## config.mk

```make
export PLATFORM = sky130hd
export DESIGN_NAME = fb_loader
export DESIGN_NICKNAME = d
export VERILOG_FILES = /design/src/rtl/fb_loader.sv
export SDC_FILE = /design/constraint.sdc
export NUM_CORES = 1
export LEC_CHECK = 0
export CORE_MARGIN = 2
export CORE_UTILIZATION = 50
export DETAILED_ROUTE_END_ITERATION = 8
export HOLD_SLACK_MARGIN = 0.1
export PLACE_DENSITY = 0.8
export SYNTH_ARGS = -nofsm -noshare
export SYNTH_HDL_FRONTEND = slang
export SYNTH_SLANG_ARGS = --single-unit
```

## constraint.sdc

```tcl
create_clock -name clk -period 2.03 [get_ports clk]
set_clock_uncertainty 0.1 [all_clocks]
set_input_delay 0.406 -clock clk [delete_from_list [all_inputs] [get_ports clk]]
set_output_delay 0.406 -clock clk [all_outputs]
set_load 0.03 [all_outputs]
```

## src/rtl/fb_loader.sv

```systemverilog
// ---------------------------------------------------------------------------
// fb_loader - byte-stream to framebuffer write engine.
//
// Parses packets received one byte at a time:
//     SYNC_BYTE, addr[15:8], addr[7:0], len, payload[len] (len 0 = 256 bytes)
// and issues one single-cycle RAM write for each payload byte. The write
// address starts at the packet address and wraps modulo 2**ADDR_W.
//
// Optional build macro FB_LOADER_CHECKSUM_EN:
//     adds a trailing checksum byte (XOR of addr_h, addr_l, len and every
//     payload byte). done pulses on a match and err pulses on a mismatch.
//     Without the macro there is no checksum byte, and done pulses together
//     with the final write.
//
// Ports:
//     clk        block clock, rising edge
//     reset      synchronous, active-low reset
//     rx_data    received byte, qualified by rx_valid
//     rx_valid   one-cycle strobe per received byte
//     ram_ce     RAM write strobe, one cycle per payload byte
//     ram_addr   RAM write address
//     ram_wdata  RAM write data
//     busy       high while a packet is in progress
//     done       one-cycle pulse when a packet completes
//     err        one-cycle pulse when a packet is aborted (timeout/checksum)
//
// State table:
//     state    | meaning
//     S_IDLE   | hunting for SYNC_BYTE, other bytes ignored
//     S_ADDR_H | waiting for address high byte
//     S_ADDR_L | waiting for address low byte
//     S_LEN    | waiting for length byte (0 = 256)
//     S_DATA   | each byte becomes one RAM write
//     S_CHK    | waiting for checksum byte (checksum build only)
// ---------------------------------------------------------------------------
module fb_loader #(
    parameter int          ADDR_W         = 16,
    parameter logic [7:0]  SYNC_BYTE      = 8'hA5,
    parameter int          TIMEOUT_CYCLES = 36000
) (
    input  logic              clk,
    input  logic              reset,
    input  logic [7:0]        rx_data,
    input  logic              rx_valid,
    output logic              ram_ce,
    output logic [ADDR_W-1:0] ram_addr,
    output logic [7:0]        ram_wdata,
    output logic              busy,
    output logic              done,
    output logic              err
);

    localparam int TMR_W = (TIMEOUT_CYCLES > 2) ? $clog2(TIMEOUT_CYCLES) : 1;
    localparam logic [TMR_W-1:0] TMR_LOAD = TMR_W'(TIMEOUT_CYCLES - 1);

    typedef enum logic [2:0] {
        S_IDLE,
        S_ADDR_H,
        S_ADDR_L,
        S_LEN,
`ifdef FB_LOADER_CHECKSUM_EN
        S_DATA,
        S_CHK
`else
        S_DATA
`endif
    } state_t;

    state_t             state;
    logic [7:0]         addr_hi;
    logic [ADDR_W-1:0]  addr;
    logic [8:0]         remaining;
    // Down-counter: reloaded by every byte, a packet times out when it sits
    // at zero and no byte arrives. A byte on that same edge wins.
    logic [TMR_W-1:0]   tmr;
`ifdef FB_LOADER_CHECKSUM_EN
    logic [7:0]         csum;
`endif

    always_ff @(posedge clk) begin
        if (!reset) begin
            state     <= S_IDLE;
            addr_hi   <= '0;
            addr      <= '0;
            remaining <= '0;
            tmr       <= TMR_LOAD;
            ram_ce    <= 1'b0;
            ram_addr  <= '0;
            ram_wdata <= '0;
            busy      <= 1'b0;
            done      <= 1'b0;
            err       <= 1'b0;
`ifdef FB_LOADER_CHECKSUM_EN
            csum      <= '0;
`endif
        end else begin
            ram_ce <= 1'b0;
            done   <= 1'b0;
            err    <= 1'b0;

            if (state == S_IDLE) begin
                tmr <= TMR_LOAD;
                if (rx_valid && (rx_data == SYNC_BYTE)) begin
                    state <= S_ADDR_H;
                    busy  <= 1'b1;
                end
            end else if (rx_valid) begin
                tmr <= TMR_LOAD;
                case (state)
                    S_ADDR_H: begin
                        addr_hi <= rx_data;
`ifdef FB_LOADER_CHECKSUM_EN
                        csum    <= rx_data;
`endif
                        state   <= S_ADDR_L;
                    end
                    S_ADDR_L: begin
                        // Upper address bits beyond ADDR_W are dropped here.
                        addr  <= ADDR_W'({addr_hi, rx_data});
`ifdef FB_LOADER_CHECKSUM_EN
                        csum  <= csum ^ rx_data;
`endif
                        state <= S_LEN;
                    end
                    S_LEN: begin
                        remaining <= (rx_data == 8'd0) ? 9'd256 : {1'b0, rx_data};
`ifdef FB_LOADER_CHECKSUM_EN
                        csum      <= csum ^ rx_data;
`endif
                        state     <= S_DATA;
                    end
                    S_DATA: begin
                        ram_ce    <= 1'b1;
                        ram_addr  <= addr;
                        ram_wdata <= rx_data;
                        addr      <= addr + ADDR_W'(1);
                        remaining <= remaining - 9'd1;
`ifdef FB_LOADER_CHECKSUM_EN
                        csum      <= csum ^ rx_data;
                        if (remaining == 9'd1) begin
                            state <= S_CHK;
                        end
`else
                        if (remaining == 9'd1) begin
                            state <= S_IDLE;
                            busy  <= 1'b0;
                            done  <= 1'b1;
                        end
`endif
                    end
`ifdef FB_LOADER_CHECKSUM_EN
                    S_CHK: begin
                        if (rx_data == csum) begin
                            done <= 1'b1;
                        end else begin
                            err  <= 1'b1;
                        end
                        state <= S_IDLE;
                        busy  <= 1'b0;
                    end
`endif
                    default: begin
                        state <= S_IDLE;
                        busy  <= 1'b0;
                    end
                endcase
            end else if (tmr == '0) begin
                err   <= 1'b1;
                state <= S_IDLE;
                busy  <= 1'b0;
            end else begin
                tmr <= tmr - TMR_W'(1);
            end
        end
    end

endmodule

```

==> out/qor.csv <==
stage;metric;value;unit
worst_setup_path;cp-start-kind;flip-flop;
logic_synthesis;synth-seq-area-share;0.4148;
detailed_routing;drt_iter0_markers;335;
final_layout;buffers;93;
placement;io_buffers;38;
cts;cts-root-buf;clkbuf_8;
final_layout;final_area;0.004920;mm²
logic_synthesis;synth.logic.top_family;simple AND/OR/NAND/NOR gates;
status;outcome;finished, final reports clean;
global_route;grt.met3_usage;0.04766;
global_route;met2_usage;0.4222;
final_timing;whs;0.3559;ns
cts;cts_tree;built;
pwr;p_leak;1.701;nW
final_layout;comb_share;0.4323;
detailed_routing;drt-total-wl;10920;µm
final_layout;n_all_inverters;8;
worst_setup_path;cp_max_fo;8;
detailed_routing;wl_met3;714;µm
final_timing;setup_viol_count_final;0;
pwr;p_clk_frac;0.428;
detailed_routing;dr_total_vias;4044;
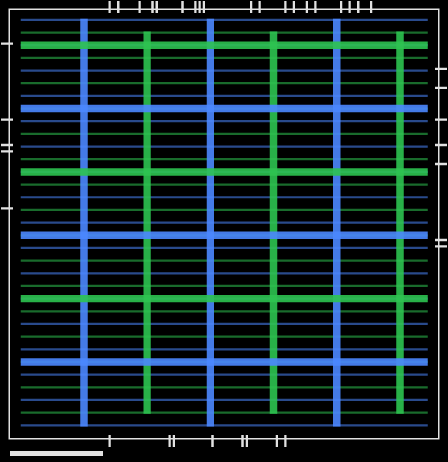
**Above:** floorplan with the power grid.
Scale bar: 20 µm. Pins as bars on the die edge.
Blue stands for VSS. Green stands for VDD.
39 signal pins sit on the boundary. 6 straps on met5.

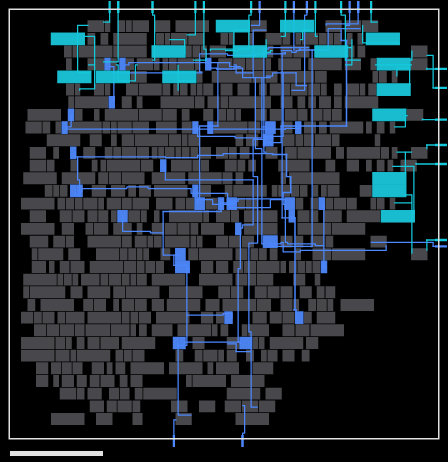
**Above:** I/O nets highlighted.
Scale bar: 20 µm.
Blue stands for rx_data, bits 8, direction input, edge 5 north, 2 south, 1 east, end cells 33, buffers 15, wire 1030 µm. Cyan stands for ram_addr, bits 16, direction output, edge 10 north, 6 east, end cells 16, buffers 16, wire 286 µm.

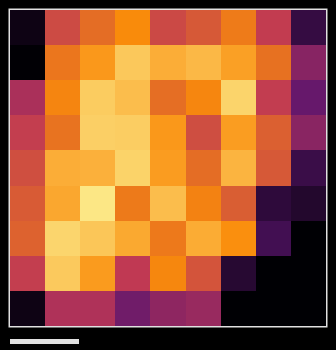
**Above:** cell density map.
Scale bar: 20 µm. 9 x 9 tiles, from black (low) to pale yellow (high), 0 to 100% covered.
The mean over all tiles is 57%. The fullest tile reaches 95%. The emptiest ninth of the die: south-east. 33% of the tiles are over 75% full. 8.6% of the tiles are nearly empty.

Power is estimated from default activity; no workload was simulated.
